==> config.mk <==
export PLATFORM = sky130hd
export DESIGN_NAME = ctr_block_gen
export DESIGN_NICKNAME = d
export VERILOG_FILES = /design/src/rtl/ctr_gen_pkg.sv /design/src/rtl/ctr_block_gen.sv
export SDC_FILE = /design/constraint.sdc
export NUM_CORES = 1
export LEC_CHECK = 0
export CORE_MARGIN = 2
export CORE_UTILIZATION = 45
export CTS_CLUSTER_DIAMETER = 80
export CTS_CLUSTER_SIZE = 20
export DETAILED_ROUTE_END_ITERATION = 10
export PLACE_DENSITY = 0.74
export SYNTH_ARGS = -nofsm -noshare
export SYNTH_HDL_FRONTEND = slang
export SYNTH_SLANG_ARGS = --single-unit
==> constraint.sdc <==
create_clock -name clk -period 5.15 [get_ports clk]
set_input_delay 0.7725 -clock clk [delete_from_list [all_inputs] [get_ports clk]]
set_output_delay 0.7725 -clock clk [all_outputs]
set_load 0.005 [all_outputs]
**Run 1: ports around the boundary**

(3 px per um) Pins as bars across the die edge, other pins in grey.
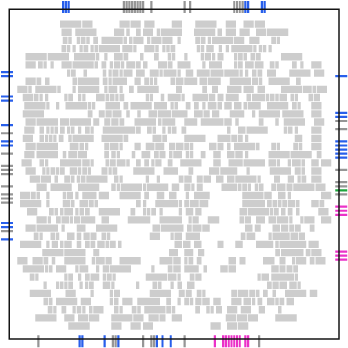
| colour | port | pins | direction | edge |
|---|---|---|---|---|
| magenta | msg_len | 16 | input | 10 south, 6 east |
| green | ctr_valid | 1 | output | east |
| blue | ctr_data | 32 | output | 10 west, 8 east, 7 south, 7 north |
Die Height: 109 um
Die X-Extent: 109 um
number of I/O port buffers: 87

**Run 1: metal layers overlaid**

(2 px per um) Two of the layers only.
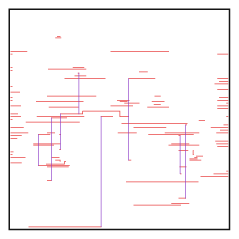
| colour | layer | wire length |
|---|---|---|
| purple | M4 | 237 um |
| red | M3 | 828 um |
drt total wl: 15.5 mm
Global Route Usage Sum: 26.1%
routed length per instance: 16.5 um
via count: 5246

**Run 1: logic cells by family**

(3 px per um)
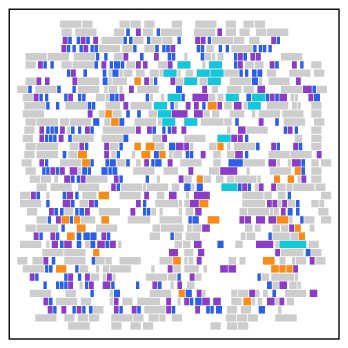
| colour | family | cells |
|---|---|---|
| orange | and/or cells | 35 |
| blue | nand cells | 216 |
| purple | aoi and oai cells | 166 |
| cyan | fa/ha/maj cells | 18 |
most used logic cell in the final layout: nand2_1
share of cell area taken by multi-input logic gates: 50.4%
final cell count without fillers: 937

==> run_summary.xml, run 1 <==
<?xml version="1.0" encoding="UTF-8"?>
<metrics>
  <group name="global_route">
    <metric name="grt_first_pass_wirelength" unit="mm">24.6</metric>
    <metric name="first_global_vias" unit="">4914</metric>
    <metric name="number_of_antenna_violations_at_the_first_check_in_global_routing" unit="">0</metric>
    <metric name="globalRouteOverflowTotal" unit="">0</metric>
    <metric name="grt_max_degree" unit="">85</metric>
    <metric name="met3_usage" unit="%">2.67</metric>
    <metric name="grtUsageMet2" unit="%">41.7</metric>
  </group>
  <group name="floorplan">
    <metric name="floorplan.initialDensity" unit="%">46.1</metric>
    <metric name="ios" unit="">88</metric>
    <metric name="placementRows" unit="">38</metric>
    <metric name="core-area" unit="um2">10800</metric>
  </group>
  <group name="drt">
    <metric name="drt_iter0_markers" unit="">341</metric>
    <metric name="via_per_inst" unit="">5.60</metric>
    <metric name="met1_length" unit="mm">7.27</metric>
    <metric name="total_drc_errors_in_the_routed_layout" unit="">0</metric>
    <metric name="topRoutingLayerUsed" unit="">met4</metric>
    <metric name="drt_first_pass_iters" unit="">5</metric>
  </group>
  <group name="cts">
    <metric name="cts_hold_buffers" unit="">0</metric>
    <metric name="htree_levels" unit="">3</metric>
    <metric name="cts-root-buf" unit="">clkbuf_8</metric>
    <metric name="clkTransAtPathRegs" unit="ps">90</metric>
    <metric name="clk-insertion-delay-late" unit="ps">360</metric>
    <metric name="postCtsSetupBuffers" unit="">0</metric>
  </group>
  <group name="synth">
    <metric name="edf_count" unit="">0</metric>
    <metric name="ys_sh_mux" unit="%">0.400</metric>
    <metric name="compound_area_share" unit="%">20.0</metric>
    <metric name="ys_cells" unit="">704</metric>
    <metric name="topCombFamilyByArea" unit="">simple AND/OR/NAND/NOR gates</metric>
    <metric name="synthSimpleGateAreaFrac" unit="%">31.9</metric>
    <metric name="synth.cellmix.adderShare" unit="%">4.50</metric>
    <metric name="post_synth_xor_area_fraction" unit="%">4.90</metric>
    <metric name="post_synth_most_frequent_cells" unit="">nand2_1, a21oi_1, dfxtp_1</metric>
    <metric name="yosysUniqueCellTypes" unit="">50</metric>
    <metric name="ys_dominant_reg_cell" unit="">dfxtp_1</metric>
    <metric name="synth.area.top_cells" unit="">dfxtp_1, nand2_1, a21oi_1, ha_1, nor2_1</metric>
    <metric name="synthCells" unit="">704</metric>
    <metric name="synth.ff_latch_count" unit="">84</metric>
    <metric name="top_area_share" unit="%">33.6</metric>
    <metric name="netlist_area" unit="um2">5000</metric>
    <metric name="yosysTopAreaCell" unit="">dfxtp_1</metric>
  </group>
  <group name="placement">
    <metric name="pre_cts_ws" unit="ps">-131</metric>
    <metric name="place_hpwl" unit="mm">11.1</metric>
    <metric name="post-place-cells" unit="">919</metric>
    <metric name="dpl-instance-area" unit="um2">6110</metric>
  </group>
  <group name="layout">
    <metric name="layout-area-overhead-vs-synth" unit="%">28.5</metric>
    <metric name="flop_area" unit="um2">1690</metric>
    <metric name="fillers" unit="">1047</metric>
    <metric name="drive_gt1_share" unit="%">9.66</metric>
    <metric name="design.seq.count" unit="">84</metric>
    <metric name="postLayoutCoreUtil" unit="%">59.3</metric>
    <metric name="layout.non_clock_inverters" unit="">6</metric>
    <metric name="multi_input_comb_area" unit="um2">3240</metric>
    <metric name="largest_cell_class" unit="">multi-input combinational cells</metric>
    <metric name="num-multi-input-gates" unit="">571</metric>
    <metric name="layout.nets" unit="">862</metric>
    <metric name="finalInstanceArea" unit="um2">6420</metric>
    <metric name="bufAreaShareNonClock" unit="%">17.3</metric>
  </group>
  <group name="final_timing">
    <metric name="setup-tns-final" unit="ps">0</metric>
    <metric name="max-slew-margin-rel" unit="%">37.9</metric>
    <metric name="timing_worst_slew_pin_value" unit="ps">929</metric>
    <metric name="min_period_over_period" unit="%">94.7</metric>
    <metric name="fin_crit" unit="ps">4880</metric>
    <metric name="hold-worst-slack" unit="ps">457</metric>
    <metric name="final_max_slew_viol_count" unit="">0</metric>
    <metric name="final_tally_of_setup_violations" unit="">0</metric>
    <metric name="max_freq" unit="GHz">0.205</metric>
  </group>
  <group name="worst_hold_path">
    <metric name="hp-class" unit="">reg2reg</metric>
    <metric name="hold_depth" unit="">2</metric>
  </group>
  <group name="pwr">
    <metric name="netSwitchingPower" unit="mW">0.529</metric>
    <metric name="power.clock.fraction" unit="%">29.0</metric>
    <metric name="comb_pwr" unit="mW">0.447</metric>
    <metric name="power.group.top" unit="">registers</metric>
    <metric name="internal_power_summed_over_all_cells" unit="mW">1.14</metric>
    <metric name="power-per-cell-area" unit="nW/um2">259</metric>
    <metric name="total_power" unit="mW">1.67</metric>
    <metric name="seq_power_share" unit="%">44.1</metric>
    <metric name="vdd_drop_max" unit="mV">0.129</metric>
    <metric name="p_leak" unit="nW">2.34</metric>
  </group>
  <group name="setup_path">
    <metric name="crit_path_cell_trace" unit="">or4_4 -&gt; nor3_4 -&gt; or2_2 -&gt; ha_4 -&gt; or4_4 -&gt; buf_4 -&gt; nor4_1 -&gt; a211oi_1 -&gt; nand4_1 -&gt; or3_4 -&gt; nor3_2 -&gt; and2_1 -&gt; ha_2 -&gt; nand2b_4 -&gt; nor4_1 -&gt; ha_1 -&gt; and4_1 -&gt; o21ai_0 -&gt; a2111oi_2 -&gt; a21oi_1 -&gt; o21ai_1 -&gt; a41oi_1 -&gt; o31ai_1</metric>
    <metric name="reg2reg_setup_slack" unit="ps">270</metric>
    <metric name="critical_path_arrival" unit="ps">5160</metric>
    <metric name="largest_fanout_of_any_net_on_the_critical_path" unit="">6</metric>
  </group>
  <group name="flow_run">
    <metric name="warnings" unit="">26</metric>
  </group>
  <group name="run_status">
    <metric name="result_of_the_run" unit="">completed</metric>
  </group>
</metrics>
**Run 1: met4 routing**

(3 px per um)
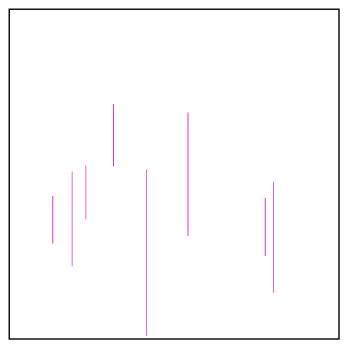

==> run 2, diff against run 1 <==
Settings changed: CORE_ASPECT_RATIO set to 2, CORE_UTILIZATION 45 to 40, PLACE_DENSITY 0.74 to 0.67.
**Run 2: met4 routing**

(3 px per um)
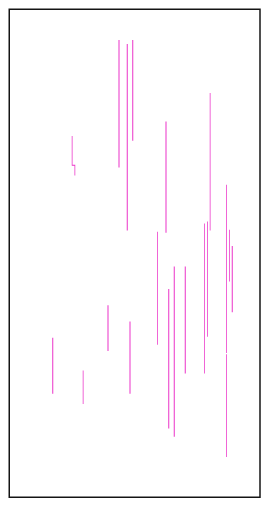
nets with wire on the layer: 16
longest straight run: 61.9 um
wire length on this layer: 693 um
main direction: vertical
share of all routed wire: 4.1%
via count: 5415
drt total wl: 16.9 mm

==> run_summary.xml, run 2 <==
<?xml version="1.0" encoding="UTF-8"?>
<metrics>
  <group name="pwr">
    <metric name="p_leak" unit="nW">2.39</metric>
    <metric name="vdd_drop_max" unit="mV">0.178</metric>
    <metric name="comb_pwr" unit="mW">0.443</metric>
    <metric name="total_power" unit="mW">1.84</metric>
    <metric name="power-per-cell-area" unit="nW/um2">283</metric>
    <metric name="netSwitchingPower" unit="mW">0.562</metric>
  </group>
  <group name="global_route">
    <metric name="grt_max_degree" unit="">85</metric>
    <metric name="global_route.usage.total" unit="%">25.1</metric>
    <metric name="globalRouteOverflowTotal" unit="">0</metric>
  </group>
  <group name="synth">
    <metric name="edf_count" unit="">0</metric>
    <metric name="ys_dominant_reg_cell" unit="">dfxtp_1</metric>
    <metric name="top_area_share" unit="%">33.6</metric>
    <metric name="yosysTopAreaCell" unit="">dfxtp_1</metric>
    <metric name="synth.cellmix.adderShare" unit="%">4.50</metric>
    <metric name="post_synth_xor_area_fraction" unit="%">4.90</metric>
    <metric name="topCombFamilyByArea" unit="">simple AND/OR/NAND/NOR gates</metric>
    <metric name="synthCells" unit="">704</metric>
    <metric name="synth.area.top_cells" unit="">dfxtp_1, nand2_1, a21oi_1, ha_1, nor2_1</metric>
    <metric name="post_synth_most_frequent_cells" unit="">nand2_1, a21oi_1, dfxtp_1</metric>
    <metric name="netlist_area" unit="um2">5000</metric>
    <metric name="compound_area_share" unit="%">20.0</metric>
    <metric name="synth.ff_latch_count" unit="">84</metric>
  </group>
  <group name="drt">
    <metric name="met1_length" unit="mm">6.09</metric>
    <metric name="post_drt_wl_per_cell" unit="um">17.8</metric>
    <metric name="via_per_inst" unit="">5.72</metric>
  </group>
  <group name="floorplan">
    <metric name="core-area" unit="um2">12200</metric>
    <metric name="floorplan.initialDensity" unit="%">41.0</metric>
    <metric name="placementRows" unit="">57</metric>
  </group>
  <group name="cts">
    <metric name="cts_hold_buffers" unit="">0</metric>
    <metric name="clk-insertion-delay-late" unit="ps">350</metric>
  </group>
  <group name="run_status">
    <metric name="result_of_the_run" unit="">completed</metric>
  </group>
  <group name="layout">
    <metric name="layout.non_clock_inverters" unit="">6</metric>
    <metric name="multi_input_comb_area" unit="um2">3190</metric>
    <metric name="fillers" unit="">1199</metric>
    <metric name="stdcell_count" unit="">947</metric>
    <metric name="largest_cell_class" unit="">multi-input combinational cells</metric>
    <metric name="num-multi-input-gates" unit="">571</metric>
    <metric name="drive_gt1_share" unit="%">9.50</metric>
    <metric name="layout.nets" unit="">865</metric>
    <metric name="flop_area" unit="um2">1690</metric>
    <metric name="combAreaFraction" unit="%">49.0</metric>
  </group>
  <group name="final_timing">
    <metric name="final_tally_of_setup_violations" unit="">0</metric>
    <metric name="setup-tns-final" unit="ps">0</metric>
    <metric name="max-slew-margin-rel" unit="%">39.6</metric>
    <metric name="final_max_slew_viol_count" unit="">0</metric>
    <metric name="timing_worst_slew_pin_value" unit="ps">906</metric>
  </group>
  <group name="setup_path">
    <metric name="reg2reg_setup_slack" unit="ps">270</metric>
    <metric name="largest_fanout_of_any_net_on_the_critical_path" unit="">5</metric>
  </group>
  <group name="placement">
    <metric name="dpl-instance-area" unit="um2">6140</metric>
    <metric name="port-buffer-count" unit="">87</metric>
  </group>
  <group name="flow_run">
    <metric name="warnings" unit="">26</metric>
  </group>
</metrics>
**Run 2: ports around the boundary**

(3 px per um) Pins as bars across the die edge, other pins in grey.
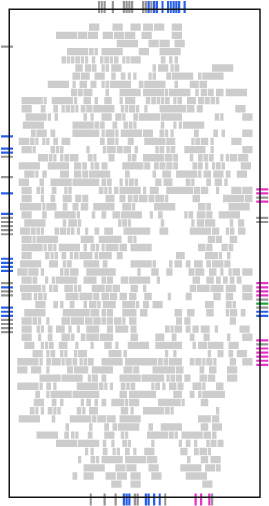
| colour | port | pins | direction | edge |
|---|---|---|---|---|
| magenta | msg_len | 16 | input | 13 east, 3 south |
| blue | ctr_data | 32 | output | 13 west, 10 north, 7 south, 2 east |
| green | ctr_valid | 1 | output | east |
Die Height: 162 um
Die X-Extent: 83.1 um

Power is estimated from default activity; no workload was simulated.
